--- src/rtl/sbox_ti_out_compress_if.sv ---
// Handshake and share bus between the GF(2^4) multiplier stage, the
// output compression stage and the state/MixColumns datapath.
interface sbox_ti_out_compress_if;
    logic       in_valid;
    logic       in_ready;
    logic [3:0] in_s0, in_s1, in_s2, in_s3;
    logic [3:0] in_s4, in_s5, in_s6, in_s7;
    logic [7:0] rnd;
    logic       out_valid;
    logic       out_ready;
    logic [7:0] out_sh0;
    logic [7:0] out_sh1;

    modport master (
        output in_valid, in_s0, in_s1, in_s2, in_s3,
               in_s4, in_s5, in_s6, in_s7, rnd, out_ready,
        input  in_ready, out_valid, out_sh0, out_sh1
    );

    modport slave (
        input  in_valid, in_s0, in_s1, in_s2, in_s3,
               in_s4, in_s5, in_s6, in_s7, rnd, out_ready,
        output in_ready, out_valid, out_sh0, out_sh1
    );
endinterface

--- src/rtl/sbox_ti_out_compress.sv ---
// Masked S-box output stage: registers 8 nibble shares (glitch barrier),
// compresses to 2 byte shares, applies linear map + affine constant, remasks.
module sbox_ti_out_compress #(
    parameter logic [7:0] LIN_ROW0   = 8'h01,
    parameter logic [7:0] LIN_ROW1   = 8'h02,
    parameter logic [7:0] LIN_ROW2   = 8'h04,
    parameter logic [7:0] LIN_ROW3   = 8'h08,
    parameter logic [7:0] LIN_ROW4   = 8'h10,
    parameter logic [7:0] LIN_ROW5   = 8'h20,
    parameter logic [7:0] LIN_ROW6   = 8'h40,
    parameter logic [7:0] LIN_ROW7   = 8'h80,
    parameter logic [7:0] AFFINE_C   = 8'h63,
    parameter bit         REFRESH_EN = 1'b1
) (
    input logic                     clk,
    input logic                     rst_n,
    input logic                     flush,
    sbox_ti_out_compress_if.slave   io
);

    localparam logic [7:0] ROWS [8] = '{LIN_ROW0, LIN_ROW1, LIN_ROW2, LIN_ROW3,
                                        LIN_ROW4, LIN_ROW5, LIN_ROW6, LIN_ROW7};

    function automatic logic [7:0] lin_map(input logic [7:0] x);
        logic [7:0] y;
        y = '0;
        for (int unsigned i = 0; i < 8; i++) begin
            y[i] = ^(ROWS[i] & x);
        end
        return y;
    endfunction

    logic       va_q, va_d;
    logic       vb_q, vb_d;
    logic [3:0] a_q [8];
    logic [3:0] a_d [8];
    logic [7:0] sh0_q, sh0_d;
    logic [7:0] sh1_q, sh1_d;

    logic       adv_a, adv_b, accept, load_b;
    logic [7:0] x0, x1, m;

    always_comb begin
        adv_b  = !vb_q | io.out_ready;
        adv_a  = !va_q | adv_b;
        // flush wins over accept and also blocks the B load so rnd is not consumed
        accept = io.in_valid & adv_a & !flush;
        load_b = adv_b & va_q & !flush;

        va_d = va_q;
        if (flush)      va_d = 1'b0;
        else if (adv_a) va_d = accept;

        vb_d = vb_q;
        if (flush)      vb_d = 1'b0;
        else if (adv_b) vb_d = va_q;

        a_d = a_q;
        if (accept) begin
            a_d = '{io.in_s0, io.in_s1, io.in_s2, io.in_s3,
                    io.in_s4, io.in_s5, io.in_s6, io.in_s7};
        end

        // Compression only ever sees registered shares
        x0 = {a_q[0] ^ a_q[1], a_q[4] ^ a_q[5]};
        x1 = {a_q[2] ^ a_q[3], a_q[6] ^ a_q[7]};
        m  = REFRESH_EN ? io.rnd : '0;

        sh0_d = sh0_q;
        sh1_d = sh1_q;
        if (load_b) begin
            sh0_d = lin_map(x0) ^ AFFINE_C ^ m;
            sh1_d = lin_map(x1) ^ m;
        end
    end

    always_ff @(posedge clk or negedge rst_n) begin
        if (!rst_n) begin
            va_q  <= 1'b0;
            vb_q  <= 1'b0;
            a_q   <= '{default: '0};
            sh0_q <= '0;
            sh1_q <= '0;
        end else begin
            va_q  <= va_d;
            vb_q  <= vb_d;
            a_q   <= a_d;
            sh0_q <= sh0_d;
            sh1_q <= sh1_d;
        end
    end

    assign io.in_ready  = adv_a;
    assign io.out_valid = vb_q;
    assign io.out_sh0   = sh0_q;
    assign io.out_sh1   = sh1_q;

endmodule

--- src/flat_wrapper.sv ---
// flat-port wrapper written by rule: the top's interface ports become plain ports
module sbox_ti_out_compress_flat 
#(
    parameter logic [7:0] LIN_ROW0   = 8'h01,
    parameter logic [7:0] LIN_ROW1   = 8'h02,
    parameter logic [7:0] LIN_ROW2   = 8'h04,
    parameter logic [7:0] LIN_ROW3   = 8'h08,
    parameter logic [7:0] LIN_ROW4   = 8'h10,
    parameter logic [7:0] LIN_ROW5   = 8'h20,
    parameter logic [7:0] LIN_ROW6   = 8'h40,
    parameter logic [7:0] LIN_ROW7   = 8'h80,
    parameter logic [7:0] AFFINE_C   = 8'h63,
    parameter bit         REFRESH_EN = 1'b1
)
  (clk, rst_n, flush, io_in_valid, io_in_s0, io_in_s1, io_in_s2, io_in_s3, io_in_s4, io_in_s5, io_in_s6, io_in_s7, io_rnd, io_out_ready, io_in_ready, io_out_valid, io_out_sh0, io_out_sh1);
  sbox_ti_out_compress_if io_i ();
  input logic clk;
  input logic rst_n;
  input logic flush;
  input wire logic [$bits(io_i.in_valid)-1:0] io_in_valid;
  input wire logic [$bits(io_i.in_s0)-1:0] io_in_s0;
  input wire logic [$bits(io_i.in_s1)-1:0] io_in_s1;
  input wire logic [$bits(io_i.in_s2)-1:0] io_in_s2;
  input wire logic [$bits(io_i.in_s3)-1:0] io_in_s3;
  input wire logic [$bits(io_i.in_s4)-1:0] io_in_s4;
  input wire logic [$bits(io_i.in_s5)-1:0] io_in_s5;
  input wire logic [$bits(io_i.in_s6)-1:0] io_in_s6;
  input wire logic [$bits(io_i.in_s7)-1:0] io_in_s7;
  input wire logic [$bits(io_i.rnd)-1:0] io_rnd;
  input wire logic [$bits(io_i.out_ready)-1:0] io_out_ready;
  output wire logic [$bits(io_i.in_ready)-1:0] io_in_ready;
  output wire logic [$bits(io_i.out_valid)-1:0] io_out_valid;
  output wire logic [$bits(io_i.out_sh0)-1:0] io_out_sh0;
  output wire logic [$bits(io_i.out_sh1)-1:0] io_out_sh1;
  assign io_i.in_valid = io_in_valid;
  assign io_i.in_s0 = io_in_s0;
  assign io_i.in_s1 = io_in_s1;
  assign io_i.in_s2 = io_in_s2;
  assign io_i.in_s3 = io_in_s3;
  assign io_i.in_s4 = io_in_s4;
  assign io_i.in_s5 = io_in_s5;
  assign io_i.in_s6 = io_in_s6;
  assign io_i.in_s7 = io_in_s7;
  assign io_i.rnd = io_rnd;
  assign io_i.out_ready = io_out_ready;
  assign io_in_ready = io_i.in_ready;
  assign io_out_valid = io_i.out_valid;
  assign io_out_sh0 = io_i.out_sh0;
  assign io_out_sh1 = io_i.out_sh1;
  sbox_ti_out_compress #(.LIN_ROW0(LIN_ROW0), .LIN_ROW1(LIN_ROW1), .LIN_ROW2(LIN_ROW2), .LIN_ROW3(LIN_ROW3), .LIN_ROW4(LIN_ROW4), .LIN_ROW5(LIN_ROW5), .LIN_ROW6(LIN_ROW6), .LIN_ROW7(LIN_ROW7), .AFFINE_C(AFFINE_C), .REFRESH_EN(REFRESH_EN)) u_core (.clk(clk), .rst_n(rst_n), .flush(flush), .io(io_i));
endmodule
--- config.mk ---
export PLATFORM = sky130hd
export DESIGN_NAME = sbox_ti_out_compress_flat
export DESIGN_NICKNAME = d
export VERILOG_FILES = /design/src/rtl/sbox_ti_out_compress_if.sv /design/src/rtl/sbox_ti_out_compress.sv /design/src/flat_wrapper.sv
export SDC_FILE = /design/constraint.sdc
export NUM_CORES = 1
export LEC_CHECK = 0
export ABC_AREA = 1
export CAP_MARGIN = 30
export CELL_PAD_IN_SITES_DETAIL_PLACEMENT = 0
export CELL_PAD_IN_SITES_GLOBAL_PLACEMENT = 1
export CORE_MARGIN = 3
export CORE_UTILIZATION = 45
export CTS_CLUSTER_SIZE = 24
export DETAILED_ROUTE_END_ITERATION = 12
export DONT_BUFFER_PORTS = 1
export GPL_ROUTABILITY_DRIVEN = 0
export GPL_TIMING_DRIVEN = 0
export PLACE_DENSITY = 0.81
export SYNTH_ARGS = -nofsm -noshare
export SYNTH_HDL_FRONTEND = slang
export SYNTH_SLANG_ARGS = --single-unit
--- constraint.sdc ---
create_clock -name clk -period 1.52 [get_ports clk]
set_input_delay 0.304 -clock clk [delete_from_list [all_inputs] [get_ports clk]]
set_output_delay 0.304 -clock clk [all_outputs]
set_load 0.01 [all_outputs]
pinout.png
Pins as bars across the die edge, other pins in grey.
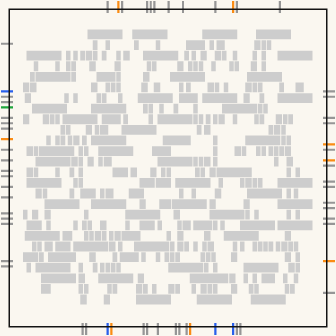
- blue: io_in_s5 (pins 4; direction input; edge 3 south, 1 west)
- orange: io_rnd (pins 8; direction input; edge 3 east, 2 south, 2 north, 1 west)
- green: io_in_ready (pins 1; direction output; edge west)
- all pins by edge: 20 west, 16 east, 15 south, 12 north

layers.png
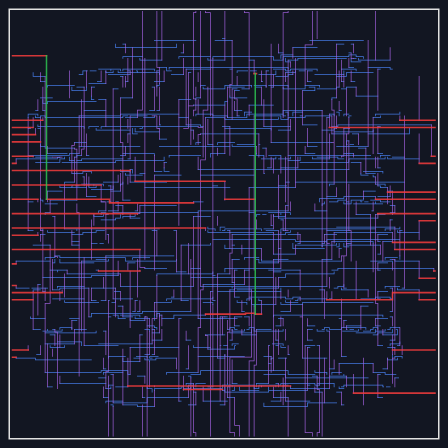
- red: M3 (wire length 422 um)
- blue: M1 (wire length 2450 um)
- green: M4 (wire length 72.8 um)
- purple: M2 (wire length 2490 um)

ff_map.png
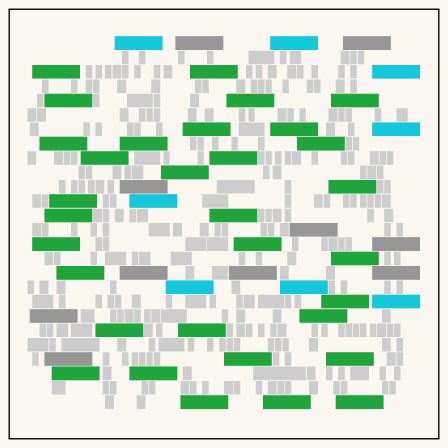
- cyan: u_core.io.out_sh0 (placed flops 8)
- green: u_core.a_q (placed flops 32; where widely spread)

gates.png
Bar = 20 um.
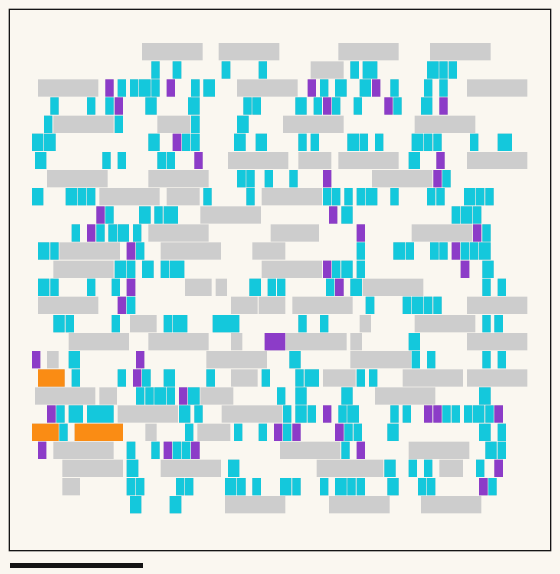
- purple: inv cells (cells 44; most used inv_1; where widely spread)
- orange: nor cells (cells 3; most used nor2_4)
- cyan: nand cells (cells 229; most used nand2_1; where widely spread)
Comb area share: 0.3651
dominant logic cell type in the layout: sky130_fd_sc_hd__nand2_1
final cell count without fillers: 420

==> kinds of logic after synthesis <==
kind of cell,count (synthesis),synth area share
simple gates,232,0.4001
buf+inv,55,0.1046
flops,50,0.4933
compound gates,1,0.001971
==> cell type report <==
type / instances / area share
flip-flops and latches: 50 / 0.4480
multi-input cells: 233 / 0.3651
inverters: 44 / 0.06093
clock buffers: 8 / 0.03943
plain buffers: 11 / 0.03629
well taps: 70 / 0.03136
repair buffers: 4 / 0.01882
==> final timing paths <==
kind	to	slack [ps]	cells past startpoint
worst max-delay path	io_in_ready	100	4
worst min-delay path	u_core.va_q	50	1
worst max register to register	u_core.io.out_sh0[4]	160	8
worst min register to register	u_core.a_q[15]	500	2
max in group asynchronous	u_core.io.out_sh0[5]	770	2
min in group asynchronous	u_core.a_q[9]	510	2
==> through the flow <==
| step | util | total power, W | setup slack, ps | cells |
|---|---|---|---|---|
| floorplan | - | 0.002192 | 299.8 | 338 |
| global placement | 0.4979 | 0.002291 | 188.5 | 408 |
| detailed placement | 0.4979 | 0.002309 | 194.7 | 408 |
| CTS | 0.5299 | 0.003269 | 52.95 | 420 |
| global route | 0.5299 | 0.003463 | 7.135 | 420 |
| finish | 0.5299 | 0.003211 | 98.42 | 420 |
==> registers in the layout, indices dropped and copies added, names as in the netlist <==
name                 flops
u_core.io.out_sh1        8
u_core.io.out_sh0        8
u_core.io.out_valid      1
u_core.va_q              1
u_core.a_q              32
==> power by group through the flow <==
stage / Sequential (W) / Clock, W / Combinational [W]
after floorplan: 0.00175 / 0 / 0.000441
final: 0.00176 / 0.000903 / 0.000543
after global routing: 0.00180 / 0.00100 / 0.000655
after global placement: 0.00179 / 0 / 0.000498
after detailed placement: 0.00180 / 0 / 0.000511
after CTS: 0.00177 / 0.000942 / 0.000556
==> flow_summary_export.csv <==
group,metric,value,unit
final_layout,seqCellArea,1251,sq um
detailed_routing,num_vias,2029,
cts,clock-root-buffer,"sky130_fd_sc_hd__clkbuf_8",
critical_path,cp-startpoint,"u_core.io.out_valid",
global_routing,globalRouteOverflowTotal,0,
final_layout,antenna-diode-count,0,
floorplan,initial_utilization,0.4812,
power,p_comb_frac,0.169,
floorplan,num_rows,26,
sta,finalSetupViolCount,0,
cts,cts_tree,"done",
detailed_routing,detail_route.iter0.violations,95,
worst_hold_path,hold_start,"flush",
detailed_routing,met3_layer_wire_length_in_the_routed_design,421,um
job,warning_count,26,
place,io_buffer_count,0,
detailed_routing,vias_per_cell,4.831,
power,sw_frac_of_total,0.3038,
synthesis,yosys_area,2536,sq um
cts,cts_inserted_buffers,5,
synthesis,synth-warning-count,0,
cts,cts_resized,2,
cts,cts_hold_repair.buffers,2,
synthesis,ff_type,"sky130_fd_sc_hd__dfrtp_1",
floorplan,fp.coreArea,5270,sq um
floorplan,die_y,81.08,um
sta,hold-worst-slack,47.58,ps
power,power.density,1150,nW/um^2
critical_path,cpLargestDelayFamily,"flip-flops",
power,clkPwrFrac,0.281,
global_routing,grt_pass1_wl,9.142,mm
place,detailed_place.area,2624,sq um
detailed_routing,routed.top_layer,"met4",
status,result_of_the_run,"completed",
global_routing,met3_usage,0.05987,
cts,htree_levels,2,
global_routing,grt.met2_usage,0.2939,
sta,period_minus_slack,1422,ps
detailed_routing,wl_final,5.436,mm
synthesis,yosysCellCount,338,
global_routing,number_of_antenna_violations_at_the_first_check_in_global_routing,0,
critical_path,timing.critical_path.fanout_max,10,
synthesis,synthesis.area,2536,sq um
power,sequentialPowerShare,0.550,
synthesis,synth_nets,383,
power,power.net_switching,0.0009752,W
sta,timing_hold_violations_final,0,
final_layout,fin_nets,394,
synthesis,yosys.area.top_type,"sky130_fd_sc_hd__dfrtp_1",
critical_path,regToRegStartpoint,"u_core.io.out_valid",
synthesis,postSynthSeqShare,0.4933,
sta,tns,0,ps
No activity file was given, so power comes from the tool's default toggle rates.
